## src/rtl/sdbank_pkg.sv

```systemverilog
// Shared definitions for the frame-buffer bank ring switch: FSM encoding and
// the bank-allocation helper used by the writer.
package sdbank_pkg;

  typedef enum logic [2:0] {
    ST_LOAD0 = 3'd0,
    ST_LOAD  = 3'd1,
    ST_CLR   = 3'd2,
    ST_RUN   = 3'd3,
    ST_DONE  = 3'd4
  } fb_state_t;

  // Lowest bank that is neither excl_a (reader) nor excl_b (newest frame).
  // With two banks only the reader's bank is excluded (ping-pong).
  function automatic int next_free_bank(input int excl_a, input int excl_b,
                                        input int num_banks);
    int pick;
    pick = (excl_a == 0) ? 1 : 0;
    if (num_banks > 2) begin
      for (int i = 3; i >= 0; i--) begin
        if (i < num_banks && i != excl_a && i != excl_b) pick = i;
      end
    end
    return pick;
  endfunction

endpackage

```

## src/rtl/sdbank_sync_edge.sv

```systemverilog
// Two-flop falling-edge detector for a frame-valid input; flag is high for
// exactly one cycle, two cycles after the input falls.
module sdbank_sync_edge (
  input  logic clk,
  input  logic rst,
  input  logic sync,
  output logic flag
);

  logic sync_p0;
  logic sync_p1;

  always_ff @(posedge clk) begin
    if (rst) begin
      sync_p0 <= 1'b0;
      sync_p1 <= 1'b0;
    end else begin
      sync_p0 <= sync;
      sync_p1 <= sync_p0;
    end
  end

  assign flag = sync_p1 & ~sync_p0;

endmodule

```

## src/rtl/sdbank_ring_switch.sv

```systemverilog
// N-bank ring frame-buffer arbiter: writer and reader advance independently on
// their own frame boundaries; reader always takes the newest completed frame.
module sdbank_ring_switch
  import sdbank_pkg::*;
#(
  parameter int NUM_BANKS = 3,
  parameter int BANK_W    = 2,
  parameter int CNT_W     = 8
) (
  input  logic              clk,
  input  logic              rst,
  input  logic              wr_frame_sync,
  input  logic              rd_frame_sync,
  input  logic              frame_write_done,
  input  logic              frame_read_done,
  input  logic              freeze,
  output logic [BANK_W-1:0] wr_bank,
  output logic [BANK_W-1:0] rd_bank,
  output logic              wr_load,
  output logic              rd_load,
  output logic [CNT_W-1:0]  drop_cnt,
  output logic [CNT_W-1:0]  repeat_cnt
);

  fb_state_t         wr_state, wr_state_nxt;
  fb_state_t         rd_state, rd_state_nxt;
  logic              wr_flag, rd_flag;
  logic              wr_commit, rd_select, rd_take;
  logic [BANK_W-1:0] latest;
  logic              latest_valid;
  logic [BANK_W-1:0] rd_bank_next;
  logic [BANK_W-1:0] wr_bank_next;

  function automatic logic [CNT_W-1:0] sat_inc(input logic [CNT_W-1:0] v);
    return (v == {CNT_W{1'b1}}) ? v : v + CNT_W'(1);
  endfunction

  sdbank_sync_edge u_wr_edge (
    .clk  (clk),
    .rst  (rst),
    .sync (wr_frame_sync),
    .flag (wr_flag)
  );

  sdbank_sync_edge u_rd_edge (
    .clk  (clk),
    .rst  (rst),
    .sync (rd_frame_sync),
    .flag (rd_flag)
  );

  always_ff @(posedge clk) begin
    if (rst) wr_state <= ST_LOAD0;
    else     wr_state <= wr_state_nxt;
  end

  always_comb begin
    wr_state_nxt = wr_state;
    wr_load      = 1'b0;
    wr_commit    = 1'b0;
    case (wr_state)
      ST_LOAD0: wr_state_nxt = ST_LOAD;
      ST_LOAD: begin
        wr_load      = 1'b1;
        wr_state_nxt = ST_CLR;
      end
      ST_CLR:   wr_state_nxt = ST_RUN;
      ST_RUN:   if (wr_flag) wr_state_nxt = ST_DONE;
      ST_DONE: begin
        if (frame_write_done) begin
          wr_commit    = 1'b1;
          wr_state_nxt = ST_LOAD0;
        end
      end
      default:  wr_state_nxt = ST_LOAD0;
    endcase
  end

  always_ff @(posedge clk) begin
    if (rst) rd_state <= ST_LOAD0;
    else     rd_state <= rd_state_nxt;
  end

  always_comb begin
    rd_state_nxt = rd_state;
    rd_load      = 1'b0;
    rd_select    = 1'b0;
    case (rd_state)
      ST_LOAD0: rd_state_nxt = ST_LOAD;
      ST_LOAD: begin
        rd_load      = 1'b1;
        rd_state_nxt = ST_CLR;
      end
      ST_CLR:   rd_state_nxt = ST_RUN;
      ST_RUN:   if (rd_flag) rd_state_nxt = ST_DONE;
      ST_DONE: begin
        if (frame_read_done) begin
          rd_select    = 1'b1;
          rd_state_nxt = ST_LOAD0;
        end
      end
      default:  rd_state_nxt = ST_LOAD0;
    endcase
  end

  // Reader sees the pre-commit latest; writer excludes the post-select reader bank.
  assign rd_take      = rd_select && !freeze && latest_valid && (latest != rd_bank);
  assign rd_bank_next = rd_take ? latest : rd_bank;
  assign wr_bank_next = BANK_W'(next_free_bank(int'(rd_bank_next), int'(wr_bank), NUM_BANKS));

  always_ff @(posedge clk) begin
    if (rst) begin
      wr_bank      <= '0;
      rd_bank      <= BANK_W'(NUM_BANKS - 1);
      latest       <= '0;
      latest_valid <= 1'b0;
      drop_cnt     <= '0;
      repeat_cnt   <= '0;
    end else begin
      rd_bank <= rd_bank_next;
      if (rd_select && !rd_take) repeat_cnt <= sat_inc(repeat_cnt);
      if (wr_commit) begin
        if (latest_valid && (latest != rd_bank_next)) drop_cnt <= sat_inc(drop_cnt);
        latest       <= wr_bank;
        latest_valid <= 1'b1;
        wr_bank      <= wr_bank_next;
      end
    end
  end

endmodule

```

## config.mk

```make
export PLATFORM = sky130hd
export DESIGN_NAME = sdbank_ring_switch
export DESIGN_NICKNAME = d
export VERILOG_FILES = /design/src/rtl/sdbank_pkg.sv /design/src/rtl/sdbank_sync_edge.sv /design/src/rtl/sdbank_ring_switch.sv
export SDC_FILE = /design/constraint.sdc
export NUM_CORES = 1
export LEC_CHECK = 0
export CAP_MARGIN = 15
export CORE_MARGIN = 1
export CORE_UTILIZATION = 35
export CTS_CLUSTER_SIZE = 30
export DETAILED_ROUTE_END_ITERATION = 6
export PLACE_DENSITY = 0.63
export SYNTH_ARGS = -nofsm -noshare
export SYNTH_HDL_FRONTEND = slang
export SYNTH_HIERARCHICAL = 1
export SYNTH_SLANG_ARGS = --single-unit
```

## constraint.sdc

```tcl
create_clock -name clk -period 2.02 [get_ports clk]
set_input_delay 0.606 -clock clk [delete_from_list [all_inputs] [get_ports clk]]
set_output_delay 0.606 -clock clk [all_outputs]
set_load 0.05 [all_outputs]
```

### Placed standard cells, run 1

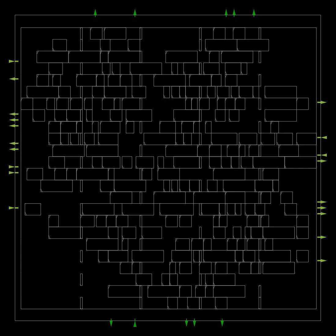
n_taps: 52
number of sequential cells: 33

### Pin placement, run 1

Pins as bars across the die edge, other pins in grey.
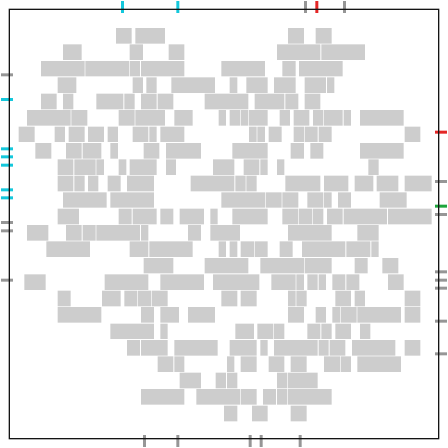
[cyan] repeat_cnt | pins: 8 | direction: output | edge: 6 left, 2 top
[green] freeze | pins: 1 | direction: input | edge: right
[red] wr_bank | pins: 2 | direction: output | edge: 1 right, 1 top
all pins by edge: 10 left, 9 right, 5 bottom, 5 top
Die Span X: 70.93 um
DIE HEIGHT: 70.93 um
IO Port Bufs: 28

==> impl_metrics.json, run 1 <==
{
  "cts_tree": "done",
  "cts_num_sinks": 33,
  "max_freq_mhz": 521.6,
  "inverters": 4,
  "flop_cell": "dfxtp_1",
  "use_met2_pct": 22.65,
  "regToRegSetupSlack_ps": 310,
  "sh_seq_area_pct": 30.36,
  "critPathLaunch": "freeze",
  "crit_type": "input pin to flip-flop",
  "rr_startpoint": "rd_bank[1]",
  "multi_input_comb_cells": 136,
  "pwr-share-comb_pct": 6.9,
  "grt_pass1_wl_um": 5740,
  "syn_area_per_cell_sq_um": 9.238,
  "num_rows": 24,
  "synth_flop_count": 33,
  "nClkBuffers": 7,
  "ir_drop_mv": 0.2844,
  "cts_setup_buffers": 0,
  "xor_area_share_pct": 1.956,
  "grt_busiest_layer": "met2",
  "largest_area_cell": "dfxtp_1",
  "yosys.area_share.aoi_pct": 18.06,
  "nonClkBufAreaFrac_pct": 17.60,
  "ys_area_sq_um": 1663,
  "core_area_sq_um": 4474,
  "status": "finished, final reports clean",
  "netlist_instances": 180,
  "routed.top_layer": "met4",
  "fin_crit_sh_pct": 94.91,
  "dp.cells": 267,
  "nets": 231,
  "timing.hold.ws_ps": 467.8,
  "setup_violations": 0,
  "met3_length_um": 165,
  "ys_sh_adder_pct": 1.505,
  "cp_max_fo": 10,
  "tns_ps": 0,
  "p_sw_uw": 288.3,
  "whs_endpoint": "u_wr_edge/sync_p1",
  "cpPeakStageDelay_ps": 490,
  "clock_area_share_pct": 3.968,
  "min_path_cells": 1,
  "maxSlewViolCount": 0,
  "synthArstFlopShare_pct": 0,
  "wl_met2_um": 1522,
  "cts-root-buf": "clkbuf_8",
  "antenna_cells": 0,
  "grt_pass1_vias": 1307,
  "drc_errors": 0,
  "largest_cell_class": "multi-input combinational cells",
  "ioPinCount": 29,
  "wirelength_um": 3496,
  "p_comb_uw": 87.0,
  "cp.arrival_ps": 2090,
  "syn-num-nets": 189,
  "fp_util_pct": 37.16,
  "cts_buffers": 5,
  "stdcell_count": 274,
  "cap_viol_max_count": 0,
  "top_cell": "dfxtp_1",
  "critPathSlowestCell": "clkdlybuf4s50_1",
  "post_cts_resize_count": 0,
  "required_ps": 2200,
  "area_growth_pct": 30.85,
  "clockBufferDepth": 2,
  "p_seq_share_pct": 53.3,
  "min-delay-start": "u_wr_edge/sync_p0",
  "clkTransAtPathRegs_ps": 60,
  "top_regs": "drop_cnt (8), repeat_cnt (8)",
  "slew_headroom_pct": 74.59,
  "post_synth_num_cell_types": 51,
  "postLayoutCoreUtil_pct": 48.63,
  "hold_violations": 0,
  "power-per-cell-area_nw_per_um2": 582.0,
  "tool_warnings": 26,
  "ys_sh_simple_pct": 31.15
}
### Clock network drawn from the DEF, run 1

Bar = 20 um.
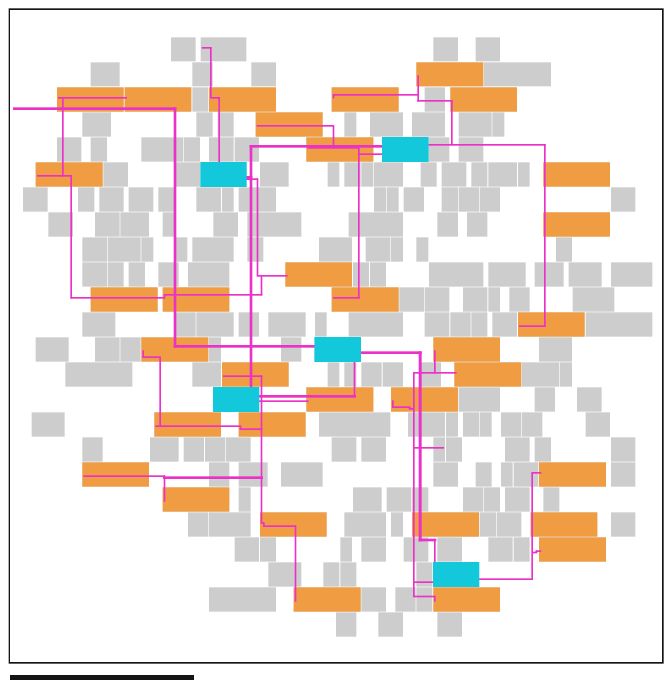
[orange] flip-flops | count: 33
[cyan] cells driving clock nets | count: 5
[magenta] clock wires | length: 497 um
flops lie: spread over the die
Max Clock Skew: 4.834 ps
Clk pwr share: 39.8%
clock distribution power: 504 uW
later-pin clock latency in the skew report: 290 ps

==> run 1 -> run 2 <==
==> constraint.sdc (replaced) <==
create_clock -name clk -period 2.45 [get_ports clk]
set_input_delay 0.735 -clock clk [delete_from_list [all_inputs] [get_ports clk]]
set_output_delay 0.735 -clock clk [all_outputs]
set_load 0.05 [all_outputs]
### Clock network drawn from the DEF, run 2

Bar = 20 um.
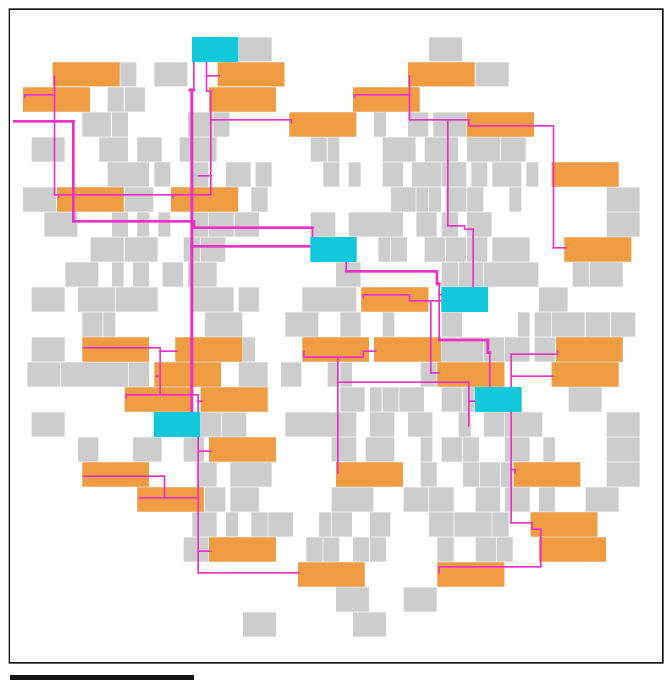
Clk pwr share: 39.2%
Max Clock Skew: 9.033 ps
clock distribution power: 397 uW

==> run 2 against run 1 <==
Against the previous run: non-clock buffer count fell by 4; clock skew increased by 4.2 ps; worst setup slack worse by 20 ps; register-to-register slack improved by 410 ps; sequential cell count stayed put; synthesized cell count is the same; critical endpoint is now rd_bank[0].
==> impl_metrics.json, run 2 <==
{
  "syn-num-nets": 189,
  "stdcell_count": 271,
  "antenna_cells": 0,
  "max_freq_mhz": 422.4,
  "crit_family": "buffers and inverters",
  "whs_endpoint": "u_rd_edge/sync_p1",
  "min-delay-start": "u_rd_edge/sync_p0",
  "cp_cell_sequence": "clkdlybuf4s50_1",
  "grt_pass1_vias": 1353,
  "die_area_sq_um": 5030,
  "netlist_instances": 180,
  "top_power_group": "sequential cells",
  "cp.arrival_ps": 1630,
  "h-tree-depth": 2,
  "synth_flop_count": 33,
  "wirelength_um": 3416,
  "fillCellCount": 440,
  "required_ps": 1710,
  "fin_crit_sh_pct": 96.62,
  "critPathSlowestCell": "clkdlybuf4s50_1",
  "status": "finished, final reports clean",
  "cts-root-buf": "clkbuf_8",
  "cts_tree": "done",
  "worstMarginPinSlew_ps": 497.2,
  "dpl_cell_area_sq_um": 2044,
  "overflow": 0,
  "largest_cell_class": "multi-input combinational cells",
  "core_area_sq_um": 4474,
  "end_kind": "output pin",
  "area_growth_pct": 27.92,
  "critPathLaunch": "rd_bank[0]",
  "top_cell": "dfxtp_1",
  "postLayoutCoreUtil_pct": 47.54,
  "crit_path_end": "rd_bank[0]",
  "ys_cells": 180,
  "sh_seq_area_pct": 31.06,
  "wl_met2_um": 1508,
  "grt_pass1_wl_um": 6099,
  "vias_per_cell": 5.387,
  "antenna_found_initial": 0,
  "setup_violations": 0,
  "post_cts_resize_count": 0,
  "top_area_share_pct": 39.73,
  "power-per-cell-area_nw_per_um2": 476.7,
  "dp.cells": 263,
  "post_synth_num_cell_types": 51,
  "ys_sh_adder_pct": 1.505,
  "regToRegEndpoint": "repeat_cnt[6]",
  "min_period_ps": 2367,
  "grt_util_met1_pct": 20.04,
  "inverters": 4,
  "timing.hold.ws_ps": 476.5,
  "clock_area_share_pct": 3.882,
  "multi_input_comb_cells": 136,
  "p_seq_uw": 556,
  "chipHeight_um": 70.93,
  "drive_above_1_share_pct": 15.53,
  "met1Wirelength_um": 1702,
  "lay_top_cells": "dfxtp_1, clkdlybuf4s50_1, nor2_1, a21oi_1, nor2b_1",
  "drtPass1Iterations": 6,
  "grtUsageMet3_pct": 4.416,
  "worstHoldPathType": "flip-flop to flip-flop",
  "ys.warnings.count": 6,
  "num_rows": 24,
  "drtAntennaViolNets": 0,
  "yosys.area_share.aoi_pct": 18.06,
  "syn-cell-area_sq_um": 1663,
  "combGateArea_sq_um": 940.9,
  "flop_cell": "dfxtp_1",
  "hold_violations": 0,
  "routed.top_layer": "met4",
  "ioPinCount": 29,
  "use_met2_pct": 23.08,
  "num_vias": 1460,
  "common_cells": "dfxtp_1, a21oi_1, nor2_1",
  "clkTransAtPathRegs_ps": 60,
  "logic_family": "simple AND/OR/NAND/NOR gates",
  "p_sw_uw": 242.5,
  "rr_startpoint": "rd_bank[0]",
  "cts_setup_buffers": 0,
  "ys_area_sq_um": 1663,
  "detail_route.iter0.violations": 122,
  "nClkBuffers": 6,
  "ys_sh_simple_pct": 31.15,
  "fin_area_sq_um": 2127,
  "met3_length_um": 157,
  "pre_cts_ws_ps": 43.02,
  "tap_cells": 52,
  "syn_area_per_cell_sq_um": 9.238,
  "nets": 227,
  "dp_hpwl_um": 2335,
  "register_area_sq_um": 660.6,
  "regToRegSetupSlack_ps": 720,
  "numPortBuffers": 28,
  "ys_seq_share_pct": 39.73,
  "nNonClkBuffers": 38,
  "tns_ps": 0,
  "p_comb_uw": 60.9,
  "setup_ws_ps": 82.75,
  "cp_max_fo": 7,
  "grt_busiest_layer": "met2",
  "slew_headroom_pct": 66.75,
  "sw_frac_of_total_pct": 23.92,
  "ir_drop_mv": 0.2632,
  "tool_warnings": 26,
  "min_path_cells": 1,
  "pwr-share-comb_pct": 6.0,
  "cpPeakStageDelay_ps": 860,
  "cts_buffers": 5,
  "fp_util_pct": 37.16,
  "crit_type": "flip-flop to output pin",
  "reg2regPathDepth": 4,
  "p_seq_share_pct": 54.8,
  "top_regs": "drop_cnt (8), repeat_cnt (8)",
  "xor_area_share_pct": 1.956,
  "die_w_um": 70.93,
  "nFlopsAndLatches": 33,
  "cts_num_sinks": 33,
  "drc_errors": 0,
  "maxSlewViolCount": 0,
  "nonClkBufAreaFrac_pct": 17.06,
  "rsz0062_at_grt": "false",
  "cp.buffers_inverters": 1,
  "synthArstFlopShare_pct": 0,
  "cts_hold_buffers": 0,
  "synth-edff-count": 0,
  "lay_top_count": "dfxtp_1",
  "largest_area_cell": "dfxtp_1",
  "clkLatencyLatePin_ps": 290,
  "topCellsByArea": "dfxtp_1, a21oi_1, nor2b_1, nor2_1, or4_1",
  "clockBufferDepth": 2,
  "mux_area_share_pct": 3.913,
  "p_int_uw": 771.4,
  "comb_area_share_pct": 44.24,
  "place.gp.congestion": 0.7603,
  "cp.depth": 1,
  "routedWlPerCell_um": 12.61,
  "cap_viol_max_count": 0
}
Power and IR drop assume default switching activity.
